===== src/rtl/uart_pkg.sv =====
// Shared definitions for the FIFO-drain UART transmitter: state encodings,
// framing byte constants and the baud divider helper.
package uart_pkg;

  typedef enum logic [3:0] {
    S_IDLE   = 4'd0,
    S_RD     = 4'd1,
    S_LATCH  = 4'd2,
    S_START  = 4'd3,
    S_DATA   = 4'd4,
    S_PARITY = 4'd5,
    S_STOP   = 4'd6
  } tx_state_e;

  localparam logic [7:0] LINE_FEED    = 8'h0A;
  localparam logic [7:0] CARRIAGE_RET = 8'h0D;

  // Clocks per bit; integer truncation matches the 434 used at 50 MHz / 115200.
  function automatic int unsigned baud_div_f(input int unsigned clk_freq,
                                             input int unsigned baud);
    return clk_freq / baud;
  endfunction

endpackage


===== src/rtl/uart_baud_tick.sv =====
// Bit-period timer: counts 0..BAUD_DIV-1 and pulses tick_o on the last count.
// clr_i restarts the period so the start bit is aligned to the latched byte.
module uart_baud_tick #(
  parameter int unsigned BAUD_DIV = 434
) (
  input  logic clk_i,
  input  logic rst_ni,
  input  logic clr_i,
  output logic tick_o
);

  localparam logic [15:0] TERM_CNT = 16'(BAUD_DIV - 1);

  logic [15:0] cnt_q;
  logic [15:0] cnt_d;

  assign tick_o = (cnt_q == TERM_CNT) && !clr_i;

  // Next count: restart on clear or at the end of each bit period.
  always_comb begin
    cnt_d = cnt_q + 16'd1;
    if (clr_i || tick_o) begin
      cnt_d = 16'd0;
    end
  end

  // Period counter register.
  always_ff @(posedge clk_i or negedge rst_ni) begin
    if (!rst_ni) begin
      cnt_q <= 16'd0;
    end else begin
      cnt_q <= cnt_d;
    end
  end

endmodule


===== src/rtl/fifo_uart_tx.sv =====
// Drains the sample FIFO (normal read mode) and serialises each byte onto txd:
// start bit, 8 data bits LSB first, optional parity, 1 or 2 stop bits.
//
//   state    | meaning
//   ---------+-------------------------------------------------------------
//   S_IDLE   | line idle; issue rdreq when the FIFO reports data
//   S_RD     | rdreq pulse cycle; FIFO presents q on the next cycle
//   S_LATCH  | capture q and its parity, restart bit timer, drive start bit
//   S_START  | start bit (0) for one bit period
//   S_DATA   | data bits 0..7, one bit period each
//   S_PARITY | parity bit (only when PARITY_EN=1)
//   S_STOP   | stop level (1) for STOP_BITS bit periods, then tx_done
module fifo_uart_tx
  import uart_pkg::*;
#(
  parameter int unsigned CLK_FREQ   = 50_000_000,
  parameter int unsigned BAUD       = 115200,
  parameter int unsigned BAUD_DIV   = baud_div_f(CLK_FREQ, BAUD),
  parameter int unsigned PARITY_EN  = 0,
  parameter int unsigned PARITY_ODD = 0,
  parameter int unsigned STOP_BITS  = 1
) (
  input  logic        clk,
  input  logic        reset_n,
  input  logic        empty,
  input  logic [7:0]  q,
  output logic        rdreq,
  output logic        txd,
  output logic        busy,
  output logic        tx_done,
  output logic [15:0] byte_cnt,
  output logic [15:0] line_cnt
);

  localparam logic PAR_ODD   = (PARITY_ODD != 0);
  localparam logic STOP_LAST = (STOP_BITS == 2);

  tx_state_e   state_q;
  logic [7:0]  shift_q;
  logic        parity_q;
  logic [2:0]  bit_idx_q;
  logic        stop_idx_q;
  logic        txd_q;
  logic        rdreq_q;
  logic        busy_q;
  logic        done_q;
  logic [15:0] byte_cnt_q;
  logic [15:0] line_cnt_q;

  logic        baud_clr;
  logic        baud_tick;

  assign baud_clr = (state_q == S_LATCH);

  uart_baud_tick #(
    .BAUD_DIV (BAUD_DIV)
  ) u_baud_tick (
    .clk_i  (clk),
    .rst_ni (reset_n),
    .clr_i  (baud_clr),
    .tick_o (baud_tick)
  );

  assign rdreq    = rdreq_q;
  assign txd      = txd_q;
  assign busy     = busy_q;
  assign tx_done  = done_q;
  assign byte_cnt = byte_cnt_q;
  assign line_cnt = line_cnt_q;

  // FIFO handshake, bit sequencing and counters; all outputs registered.
  always_ff @(posedge clk or negedge reset_n) begin
    if (!reset_n) begin
      state_q    <= S_IDLE;
      shift_q    <= 8'd0;
      parity_q   <= 1'b0;
      bit_idx_q  <= 3'd0;
      stop_idx_q <= 1'b0;
      txd_q      <= 1'b1;
      rdreq_q    <= 1'b0;
      busy_q     <= 1'b0;
      done_q     <= 1'b0;
      byte_cnt_q <= 16'd0;
      line_cnt_q <= 16'd0;
    end else begin
      rdreq_q <= 1'b0;
      done_q  <= 1'b0;
      case (state_q)
        S_IDLE: begin
          if (!empty) begin
            rdreq_q <= 1'b1;
            busy_q  <= 1'b1;
            state_q <= S_RD;
          end
        end
        S_RD: begin
          state_q <= S_LATCH;
        end
        S_LATCH: begin
          shift_q  <= q;
          parity_q <= (^q) ^ PAR_ODD;
          txd_q    <= 1'b0;
          state_q  <= S_START;
        end
        S_START: begin
          if (baud_tick) begin
            bit_idx_q <= 3'd0;
            txd_q     <= shift_q[0];
            state_q   <= S_DATA;
          end
        end
        S_DATA: begin
          if (baud_tick) begin
            if (bit_idx_q == 3'd7) begin
              if (PARITY_EN != 0) begin
                txd_q   <= parity_q;
                state_q <= S_PARITY;
              end else begin
                txd_q      <= 1'b1;
                stop_idx_q <= 1'b0;
                state_q    <= S_STOP;
              end
            end else begin
              bit_idx_q <= bit_idx_q + 3'd1;
              txd_q     <= shift_q[bit_idx_q + 3'd1];
            end
          end
        end
        S_PARITY: begin
          if (baud_tick) begin
            txd_q      <= 1'b1;
            stop_idx_q <= 1'b0;
            state_q    <= S_STOP;
          end
        end
        S_STOP: begin
          if (baud_tick) begin
            if (stop_idx_q == STOP_LAST) begin
              done_q     <= 1'b1;
              busy_q     <= 1'b0;
              byte_cnt_q <= byte_cnt_q + 16'd1;
              if (shift_q == LINE_FEED) begin
                line_cnt_q <= line_cnt_q + 16'd1;
              end
              state_q <= S_IDLE;
            end else begin
              stop_idx_q <= 1'b1;
            end
          end
        end
        default: begin
          txd_q   <= 1'b1;
          busy_q  <= 1'b0;
          state_q <= S_IDLE;
        end
      endcase
    end
  end

endmodule


===== config.mk =====
export PLATFORM = sky130hd
export DESIGN_NAME = fifo_uart_tx
export DESIGN_NICKNAME = d
export VERILOG_FILES = /design/src/rtl/uart_pkg.sv /design/src/rtl/uart_baud_tick.sv /design/src/rtl/fifo_uart_tx.sv
export SDC_FILE = /design/constraint.sdc
export NUM_CORES = 1
export LEC_CHECK = 0
export CORE_MARGIN = 2
export CORE_UTILIZATION = 50
export DETAILED_ROUTE_END_ITERATION = 10
export PLACE_DENSITY = 0.74
export SLEW_MARGIN = 40
export SYNTH_ARGS = -nofsm -noshare
export SYNTH_HDL_FRONTEND = slang
export SYNTH_SLANG_ARGS = --single-unit

===== constraint.sdc =====
create_clock -name clk -period 2.34 [get_ports clk]
set_clock_uncertainty 0.2 [all_clocks]
set_input_delay 0.351 -clock clk [delete_from_list [all_inputs] [get_ports clk]]
set_output_delay 0.351 -clock clk [all_outputs]
set_load 0.01 [all_outputs]

==> reports/metrics.cfg, run 1 <==
[final_layout]
clkbuf_count=13
fillers=519
post-route-util_pct=64.1
drive_above_1_share_pct=16.7
sh_comb_area_pct=39.2
clk_share_pct=3.98
buffers=59
comb_area_um2=1610
bufAreaShareNonClock_pct=13.8
flop-count=66
top_area_cell_class=sequential cells
seq_share_pct=40.2

[final_timing]
finalCritPeriodShare_pct=90.9
setup-tns-final_ps=0
maxSlewViolCount=0
slew_headroom_pct=55.4
holdWs_ps=270
hold_viol=0
rsz0062_at_grt=no
fmax_ghz=0.470
period_needed_ps=2130

[detailed_routing]
met3_length_um=260
vias_per_cell=5.63
drt_wl_total_um=6670
drt-met1-wl_um=3080
postRouteAntennaNets=0
drc=3
wire_per_inst_um=15.3
first_iter_violations=132
topRoutingLayerUsed=met4
drt-pass1-iter-count=7
vias=2459

[power]
finalPower_mw=2.03
top_power_group=registers
pg_clk_mw=0.815
pwr-share-clk_pct=40.1
p_leak_nw=1.81
comb_power_share_pct=3.0

[global_routing]
overflow=0
grt_use_total_pct=19.7
grt_start_max_net_pins=29
grt_pass1_wl_um=11400
busiest_layer=met2
grt_pass1_vias=2448

[worst_hold_path]
min_to=line_cnt[15]
hold_start=line_cnt[15]

[synthesis]
ys_warn_count=0
yosys.area.top_type=dfrtp_1
numSynthFlops=66
most_common_cell=dfrtp_1
syn_nets=314
compound_area_share_pct=3.59
avgSynthCellArea_um2=11.3
ys_sh_mux_pct=5.05
ys_area_um2=3350
yosys-top-cells-area=dfrtp_1, nor4_2, xor2_1
postSynthCellCount=297
synthArstFlopShare_pct=100
synth-edff-count=0

[floorplan]
well_tap_count=77
die_area_um2=7360
rows=29
io_pins=47

[flow_run]
drv_cap=0

[worst_setup_path]
r2r_end=txd
crit_fanout=4
r2r-start=bit_idx_q[0]
crit_path_end=txd
crit_top_cell=ha_1
crit_slowest_cell=dfrtp_1
crit_path_start_kind=flop
required_ps=2390
cp_slowest_stage_delay_ps=440
cp.buffers_inverters=0
ff2ff_path_depth=6
worstPathCellList=ha_1 -> ha_1 -> mux4_2 -> nor2b_1 -> a2111oi_1 -> nor4_1
cp.arrival_ps=2180

[clock_network]
cts.reportedPaths.clkPinSlew_ps=70
cts_hold_buf=1
ctsRootBufferMaster=clkbuf_8
clock_sinks=66
clock_latency_ps=330
cts_resized=0
cts_setup_buffers=0
clockBufferDepth=2

[placed_design]
place_congestion=0.786
numPlacedInstances=420
pre_cts_ws_ps=204

[run_status]
violations=DRC
outcome=complete, but fails checks

Run 1, met1 routing:
Bar = 20 um. Supply wires on this layer in gray.
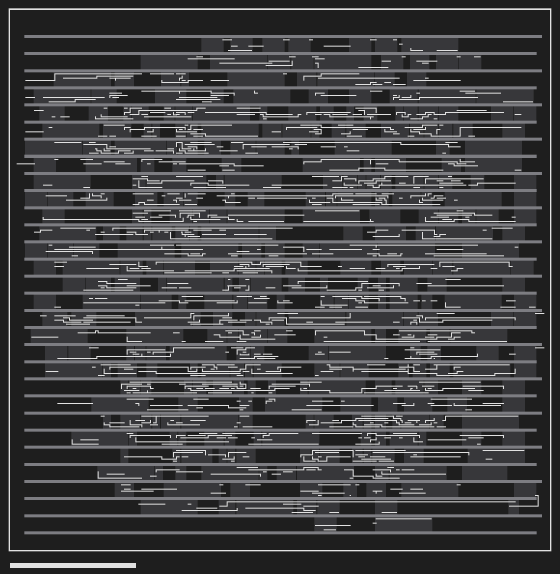
nets with wire on the layer = 331
longest straight run = 45.8 um
main direction = horizontal
wire length on this layer = 3,080 um
share of all routed wire = 46%

Run 1, routing congestion map:
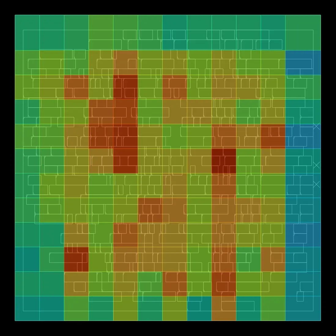
met1 Usage GRT: 26.5%
met3 usage: 3.46%

Run 1, a small window of the routed layout:
Bar = 10 um. Window x 23 to 63, y 6 to 46 um. Cells in gray, sequential cells in the stronger gray; small squares are vias.
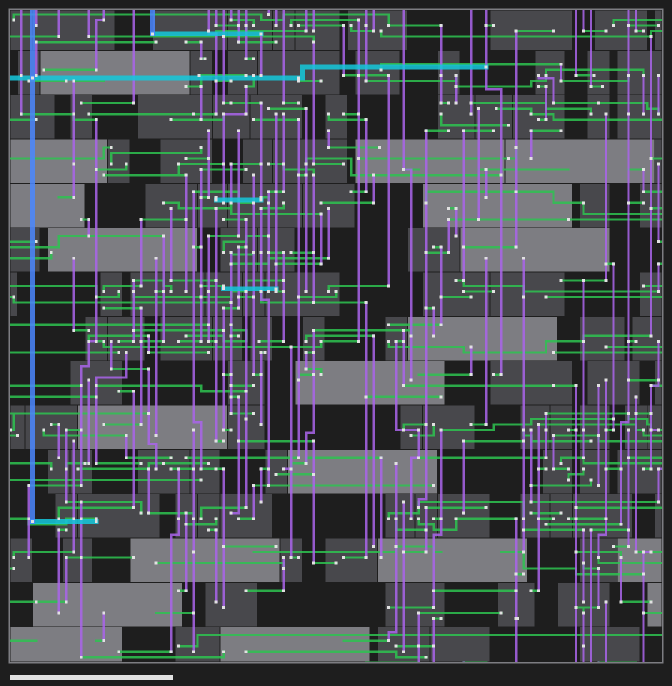
cyan -> M3
blue -> M4
purple -> M2
green -> M1
netlist names of flops here include = u_baud_tick.cnt_q (11), line_cnt (6)
most frequent = dfrtp_1 (17), nor2_1 (16), xnor2_1 (10)
sequential cells in the window = 17
cells with their middle in the window = 120

==> run 1 -> run 2 <==
--- a/config.mk
+++ b/config.mk
@@ -5,6 +5,7 @@
 export SDC_FILE = /design/constraint.sdc
 export NUM_CORES = 1
 export LEC_CHECK = 0
+export ABC_AREA = 0
 export CORE_MARGIN = 2
 export CORE_UTILIZATION = 50
 export DETAILED_ROUTE_END_ITERATION = 10
Run 2, routing congestion map:
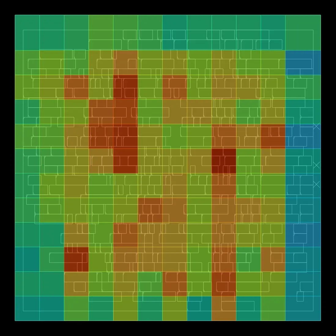
Routed wire per std cell: 15.3 um
met2 Use GR: 31.8%
Total Routing Usage GR: 19.7%

==> run 2 against run 1 <==
The flow still finishes with violations (DRC). Flip-flop count unchanged. Synthesized cell count unchanged. Die area unchanged. Sequential share of layout area unchanged. Area after synthesis unchanged. Non-clock buffer count unchanged.
==> reports/metrics.cfg, run 2 <==
[run_status]
outcome=complete, but fails checks
violations=DRC

[flow_run]
drv_cap=0

[worst_setup_path]
required_ps=2390
crit_fanout=4
crit_top_cell=ha_1
cp.arrival_ps=2180
r2r-start=bit_idx_q[0]
crit_path_start_kind=flop
cp.buffers_inverters=0
worstPathCellList=ha_1 -> ha_1 -> mux4_2 -> nor2b_1 -> a2111oi_1 -> nor4_1
r2r_end=txd
crit_slowest_cell=dfrtp_1

[placed_design]
place_congestion=0.786
pre_cts_ws_ps=204
numPlacedInstances=420

[synthesis]
most_common_cell=dfrtp_1
postSynthCellCount=297
yosys.area.top_type=dfrtp_1
ys_warn_count=0
ys_sh_mux_pct=5.05
ys_area_um2=3350
synthArstFlopShare_pct=100
numSynthFlops=66
syn_nets=314
avgSynthCellArea_um2=11.3
synth-edff-count=0
yosys-top-cells-area=dfrtp_1, nor4_2, xor2_1
compound_area_share_pct=3.59

[global_routing]
busiest_layer=met2
grt_start_max_net_pins=29
grt_pass1_vias=2448
gr-usage-met3_pct=3.46

[power]
pwr-share-clk_pct=40.1
finalPower_mw=2.03
pg_clk_mw=0.815
top_power_group=registers
p_leak_nw=1.81

[clock_network]
cts.reportedPaths.clkPinSlew_ps=70
clock_latency_ps=330
clockBufferDepth=2
ctsRootBufferMaster=clkbuf_8
clock_sinks=66

[detailed_routing]
drt-met1-wl_um=3080
drc=3
first_iter_violations=132
vias=2459
topRoutingLayerUsed=met4
drt_wl_total_um=6670
vias_per_cell=5.63

[final_layout]
clk_share_pct=3.98
clkbuf_count=13
buffers=59
comb_area_um2=1610
flop-count=66
post-route-util_pct=64.1
sh_comb_area_pct=39.2

[final_timing]
rsz0062_at_grt=no
finalCritPeriodShare_pct=90.9
fmax_ghz=0.470
period_needed_ps=2130
maxSlewViolCount=0
setup-tns-final_ps=0
hold_viol=0
holdWs_ps=270

[floorplan]
io_pins=47
die_area_um2=7360
rows=29
well_tap_count=77

[worst_hold_path]
min_to=line_cnt[15]
hold_start=line_cnt[15]

Run 2, signal wires on met2:
Bar = 20 um.
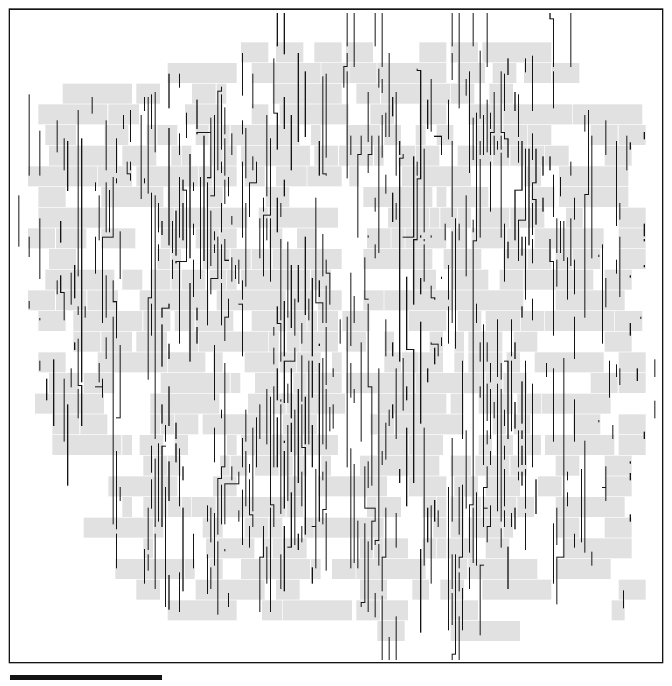
share of all routed wire = 49%
main direction = vertical
nets with wire on the layer = 310
longest straight run = 34.7 um
wire length on this layer = 3,240 um

Power and IR drop assume default switching activity.
